PDN straps and rails:
Pins as bars on the die edge. Tap cells in gray.
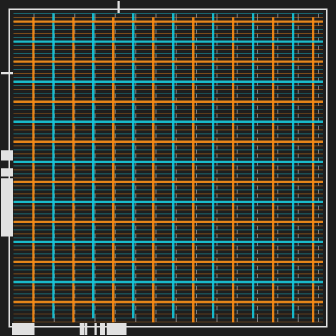
Cell classes on the final placement:
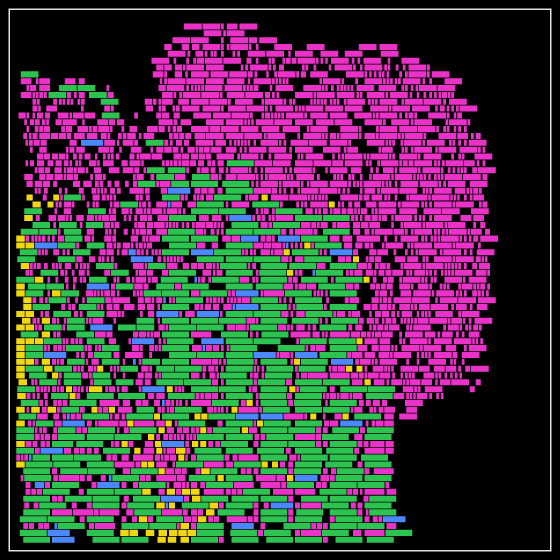
Clock network drawn from the DEF:
The bar under the picture is 50 um long.
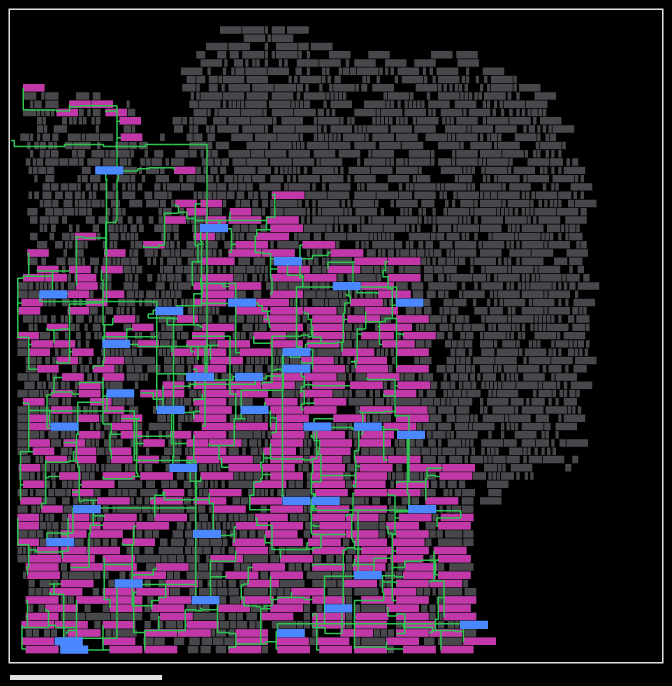
Metal layers overlaid:
The bar under the picture is 50 um long.
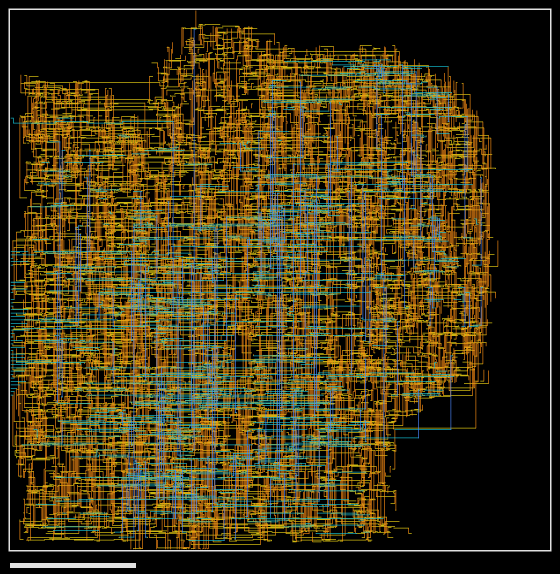
Routing congestion map:
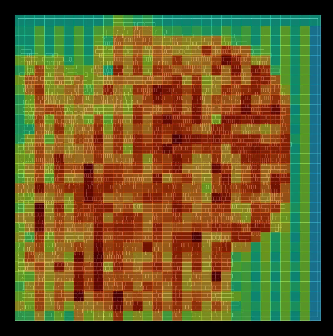
--- src/rtl/qosc_multi.sv ---
// qosc_multi: N-channel quadrature oscillator, time-multiplexed onto one signed WxW multiplier.
// Define QOSC_AGC_EN to add the magnitude/correction stages that pull re^2+im^2 toward power.
module qosc_multi #(
  parameter int W         = 16,
  parameter int CHANNELS  = 4,
  parameter int AGC_SHIFT = 8,
  localparam int CW       = (CHANNELS > 1) ? $clog2(CHANNELS) : 1
) (
  input  logic          clk,
  input  logic          rst,
  input  logic          step,
  input  logic [W-1:0]  power,
  input  logic          cfg_valid,
  output logic          cfg_ready,
  input  logic [CW-1:0] cfg_chan,
  input  logic [1:0]    cfg_addr,
  input  logic [W-1:0]  cfg_data,
  output logic          out_valid,
  output logic [CW-1:0] out_chan,
  output logic [W-1:0]  out_re,
  output logic [W-1:0]  out_im,
  output logic          busy,
  output logic          overrun
);
  localparam int PW = 2 * W;
  localparam int XW = 2 * W + 2;
  localparam logic signed [XW-1:0] SAT_MAX  = {{(XW-W+1){1'b0}}, {(W-1){1'b1}}};
  localparam logic signed [XW-1:0] SAT_MIN  = {{(XW-W+1){1'b1}}, {(W-1){1'b0}}};
  localparam logic signed [XW-1:0] RND_BIAS = {{(XW-W+1){1'b0}}, 1'b1, {(W-2){1'b0}}};

  typedef enum logic [3:0] {
    S_IDLE, S_ROT0, S_ROT1, S_ROT2, S_ROT3,
`ifdef QOSC_AGC_EN
    S_MAG0, S_MAG1, S_COR0, S_COR1,
`endif
    S_WB
  } state_t;

  function automatic logic signed [W-1:0] sat_w(input logic signed [XW-1:0] x);
    logic signed [W-1:0] y;
    if (x > SAT_MAX) y = SAT_MAX[W-1:0];
    else if (x < SAT_MIN) y = SAT_MIN[W-1:0];
    else y = x[W-1:0];
    return y;
  endfunction

  // Round-half-up a Q2.(2W-2) product back to Q1.(W-1), kept wide for the following add.
  function automatic logic signed [XW-1:0] rnd(input logic signed [PW-1:0] p);
    logic signed [XW-1:0] t;
    t = XW'(p) + RND_BIAS;
    return t >>> (W - 1);
  endfunction

  state_t              state_r;
  logic [CW-1:0]       ch_r;
  logic                pend_r;
  logic                overrun_r;
  logic signed [W-1:0] st_re_r [CHANNELS];
  logic signed [W-1:0] st_im_r [CHANNELS];
  logic signed [W-1:0] co_re_r [CHANNELS];
  logic signed [W-1:0] co_im_r [CHANNELS];
  logic signed [XW-1:0] acc_r;
  logic signed [W-1:0] nre_r;
  logic signed [W-1:0] nim_r;
  logic                out_valid_r;
  logic [CW-1:0]       out_chan_r;
  logic [W-1:0]        out_re_r;
  logic [W-1:0]        out_im_r;
`ifdef QOSC_AGC_EN
  logic [PW-1:0]       mag_r;
  logic signed [W-1:0] err_r;
`else
  logic                unused_s;
  assign unused_s = ^power;
`endif

  logic signed [W-1:0]  mul_a_s;
  logic signed [W-1:0]  mul_b_s;
  logic signed [PW-1:0] prod_s;
  logic                 last_s;
  logic                 cfg_hit_s;

  assign last_s    = (ch_r == CW'(CHANNELS - 1));
  assign cfg_hit_s = cfg_valid && (state_r == S_IDLE) &&
                     ({1'b0, cfg_chan} < (CW+1)'(CHANNELS));

  // Operand select for the single shared multiplier: one product per FSM cycle.
  always_comb begin
    mul_a_s = {W{1'b0}};
    mul_b_s = {W{1'b0}};
    case (state_r)
      S_ROT0: begin mul_a_s = st_re_r[ch_r]; mul_b_s = co_re_r[ch_r]; end
      S_ROT1: begin mul_a_s = st_im_r[ch_r]; mul_b_s = co_im_r[ch_r]; end
      S_ROT2: begin mul_a_s = st_re_r[ch_r]; mul_b_s = co_im_r[ch_r]; end
      S_ROT3: begin mul_a_s = st_im_r[ch_r]; mul_b_s = co_re_r[ch_r]; end
`ifdef QOSC_AGC_EN
      S_MAG0: begin mul_a_s = nre_r; mul_b_s = nre_r; end
      S_MAG1: begin mul_a_s = nim_r; mul_b_s = nim_r; end
      S_COR0: begin mul_a_s = nre_r; mul_b_s = err_r; end
      S_COR1: begin mul_a_s = nim_r; mul_b_s = err_r; end
`endif
      default: begin mul_a_s = {W{1'b0}}; mul_b_s = {W{1'b0}}; end
    endcase
  end

  assign prod_s = PW'(mul_a_s) * PW'(mul_b_s);

  // Sequencer, datapath accumulators, per-channel storage and registered outputs.
  always_ff @(posedge clk) begin
    if (rst) begin
      state_r     <= S_IDLE;
      ch_r        <= {CW{1'b0}};
      pend_r      <= 1'b0;
      overrun_r   <= 1'b0;
      acc_r       <= {XW{1'b0}};
      nre_r       <= {W{1'b0}};
      nim_r       <= {W{1'b0}};
      out_valid_r <= 1'b0;
      out_chan_r  <= {CW{1'b0}};
      out_re_r    <= {W{1'b0}};
      out_im_r    <= {W{1'b0}};
`ifdef QOSC_AGC_EN
      mag_r       <= {PW{1'b0}};
      err_r       <= {W{1'b0}};
`endif
      for (int i = 0; i < CHANNELS; i++) begin
        st_re_r[i] <= {W{1'b0}};
        st_im_r[i] <= {W{1'b0}};
        co_re_r[i] <= {W{1'b0}};
        co_im_r[i] <= {W{1'b0}};
      end
    end else begin
      out_valid_r <= 1'b0;
      if (cfg_hit_s) begin
        case (cfg_addr)
          2'd0:    co_re_r[cfg_chan] <= cfg_data;
          2'd1:    co_im_r[cfg_chan] <= cfg_data;
          2'd2:    st_re_r[cfg_chan] <= cfg_data;
          2'd3:    st_im_r[cfg_chan] <= cfg_data;
          default: ;
        endcase
      end
      // A step during a sweep queues one more sweep; a second one is lost and flagged.
      if (step && (state_r != S_IDLE)) begin
        if (pend_r) overrun_r <= 1'b1;
        else pend_r <= 1'b1;
      end
      case (state_r)
        S_IDLE: begin
          if (step) begin
            ch_r    <= {CW{1'b0}};
            state_r <= S_ROT0;
          end
        end
        S_ROT0: begin acc_r <= rnd(prod_s); state_r <= S_ROT1; end
        S_ROT1: begin nre_r <= sat_w(acc_r - rnd(prod_s)); state_r <= S_ROT2; end
        S_ROT2: begin acc_r <= rnd(prod_s); state_r <= S_ROT3; end
        S_ROT3: begin
          nim_r <= sat_w(acc_r + rnd(prod_s));
`ifdef QOSC_AGC_EN
          state_r <= S_MAG0;
`else
          state_r <= S_WB;
`endif
        end
`ifdef QOSC_AGC_EN
        S_MAG0: begin mag_r <= prod_s; state_r <= S_MAG1; end
        S_MAG1: begin
          err_r   <= sat_w($signed({{(XW-W){1'b0}}, power}) - $signed({2'b00, mag_r}) - XW'(prod_s));
          state_r <= S_COR0;
        end
        S_COR0: begin nre_r <= sat_w(XW'(nre_r) + XW'(prod_s >>> AGC_SHIFT)); state_r <= S_COR1; end
        S_COR1: begin nim_r <= sat_w(XW'(nim_r) + XW'(prod_s >>> AGC_SHIFT)); state_r <= S_WB; end
`endif
        S_WB: begin
          st_re_r[ch_r] <= nre_r;
          st_im_r[ch_r] <= nim_r;
          out_valid_r   <= 1'b1;
          out_chan_r    <= ch_r;
          out_re_r      <= nre_r;
          out_im_r      <= nim_r;
          if (!last_s) begin
            ch_r    <= ch_r + CW'(1);
            state_r <= S_ROT0;
          end else if (pend_r || step) begin
            ch_r    <= {CW{1'b0}};
            pend_r  <= 1'b0;
            state_r <= S_ROT0;
          end else begin
            state_r <= S_IDLE;
          end
        end
        default: state_r <= S_IDLE;
      endcase
    end
  end

  assign cfg_ready = (state_r == S_IDLE);
  assign busy      = (state_r != S_IDLE);
  assign overrun   = overrun_r;
  assign out_valid = out_valid_r;
  assign out_chan  = out_chan_r;
  assign out_re    = out_re_r;
  assign out_im    = out_im_r;

endmodule

--- config.mk ---
export PLATFORM = sky130hd
export DESIGN_NAME = qosc_multi
export DESIGN_NICKNAME = d
export VERILOG_FILES = /design/src/rtl/qosc_multi.sv
export SDC_FILE = /design/constraint.sdc
export NUM_CORES = 1
export LEC_CHECK = 0
export CAP_MARGIN = 20
export CORE_MARGIN = 2
export CORE_UTILIZATION = 60
export CTS_CLUSTER_DIAMETER = 200
export CTS_CLUSTER_SIZE = 12
export DETAILED_ROUTE_END_ITERATION = 6
export HOLD_SLACK_MARGIN = 0.05
export PLACE_DENSITY = 0.9
export SYNTH_ARGS = -nofsm -noshare
export SYNTH_HDL_FRONTEND = slang
export SYNTH_SLANG_ARGS = --single-unit
export TNS_END_PERCENT = 100
--- constraint.sdc ---
create_clock -name clk -period 32.2 [get_ports clk]
set_input_delay 6.44 -clock clk [delete_from_list [all_inputs] [get_ports clk]]
set_output_delay 6.44 -clock clk [all_outputs]
set_load 0.05 [all_outputs]
==> flow_metrics.rpt <==
FLOW METRICS REPORT
----------------------------------------------------
[Finish]
  Layout net count ........................ 3050
  Area used by multi-input combinational logic ........................ between 0.015 and 0.02 mm2
  Most frequent cells in the layout ........................ 367 x inv_1, 338 x nor2_1, 269 x fa_1
  Combinational share of cell area ........................ 52.63%
  Non-clk buf share ........................ 3.521%
  Fraction of layout cells with a size suffix above 1 ........................ ~7.5%
  Synthesis-to-layout area growth ........................ 8.541%
  Number of clock buffers in the layout ........................ ~49

[Global route]
  Total global routing overflow ........................ 0
  Wire length of the first global-routing pass ........................ 114800 um

[Place]
  Placed Area ........................ around 0.028 mm2
  Final HPWL from detailed placement ........................ 52340 um

[Synthesis]
  Area fraction of the dominant cell type after synthesis ........................ around 29%
  Sequential element share of the synthesized area ........................ 35.95%
  Area of the mapped netlist ........................ roughly 0.027 mm2
  Post-synth top area cell ........................ edfxtp_1
  Yosys cell types ........................ 74
  AND/OR/NAND/NOR Cells, Area Fraction ........................ 14.60%
  Average cell area after synthesis ........................ around 10 um2
  Largest non-sequential cell family by area ........................ adder cells
  Most numerous cell types in the synthesized netlist ........................ 367 x inv_1, 341 x nor2_1, 269 x fa_1, 256 x edfxtp_1, 250 x nand2_1

[Power and ir drop]
  Power attributed to combinational cells ........................ 0.612 mW
  Pint ........................ between 0.9 and 1 mW
  Fraction of power spent switching nets ........................ 38.92%

[Worst hold path]
  Worst hold path stage count ........................ 2

[Critical path]
  Largest fanout of any net on the critical path ........................ 23
  Buffering stage count on the worst path with inverters included ........................ 5
  Dominant cell type by count on the critical path ........................ fa_1
  Length in cells of the worst reg-to-reg path ........................ 35
  RR Endpoint ........................ nre_r[7]$_SDFFE_PP0P_

[Route]
  Drt initial violations ........................ 2204
  Length of routed met2 wiring ........................ 34910 um
  Routed length on met1 ........................ approximately 25000 um

[Final timing]
  Sum of negative setup slack ........................ 0 ns
  Total count of max-transition violations in the final report ........................ 0
  Least-Margin Pin Slew ........................ approximately 1.2 ns
  Unrepaired setup endpoints after global routing ........................ false

[Job]
  Count of maximum capacitance violations ........................ 0

[Clock network]
  Count of cells resized by post-cts repair ........................ 0
  Number of clock sinks seen by CTS ........................ between 300 and 400
  Post-cts hold-fix buffer tally ........................ 0

[Floorplan]
  Tap cells ........................ 592

[Status]
  Status ........................ completed

----------------------------------------------------
About 'PDN straps and rails':
- VDD: cyan
- VSS: orange
- met4 straps: 15
- tap cells: 592
- rows: 77
- signal pins: 78
- met1 rails: 78
highest ir drop seen on vdd: 0.00009954 V
y dimension of the die: 214.6 um
area inside the core boundary: 0.04403 mm2
die outline width: 214.6 um

About 'cell classes on the final placement':
- clock drivers and dummy loads: blue (cells 52)
- remaining buffers and delay cells: yellow (cells 114)
- remaining logic cells: magenta (cells 2119)
- registers: green (cells 350)
final non-filler cell area: 0.02889 mm2
placement row count: 77
final standard cell utilization of the core: 65.62%
sequential share of cell area: 33.15%

About 'clock network drawn from the DEF':
- flip-flops: magenta (count 350)
- clock-net drivers: blue (count 35)
- clock wires: green (length 3910 um)
- routed clock nets: 36
clock insertion delay at the later pin of the skew report: 0.54 ns
portion of total power attributed to the clock network: 24.6%

About 'metal layers overlaid':
- M2: orange (wire length 34.9 mm)
- M3: cyan (wire length 7960 um)
- M4: blue (wire length 4620 um)
- M1: yellow (wire length 25.3 mm)
routed wire length per instance: 22.55 um
overall track demand over capacity in global routing: 31.88%
via total after detailed routing: 20270
total wire length: 72780 um

About 'routing congestion map':
layer with the highest usage after global routing: met2
met2 usage in global routing: 53.12%
global-route track usage on met1: 40.16%
met3 routing resource usage after global routing: 5.220%

Power is estimated from default activity; no workload was simulated.
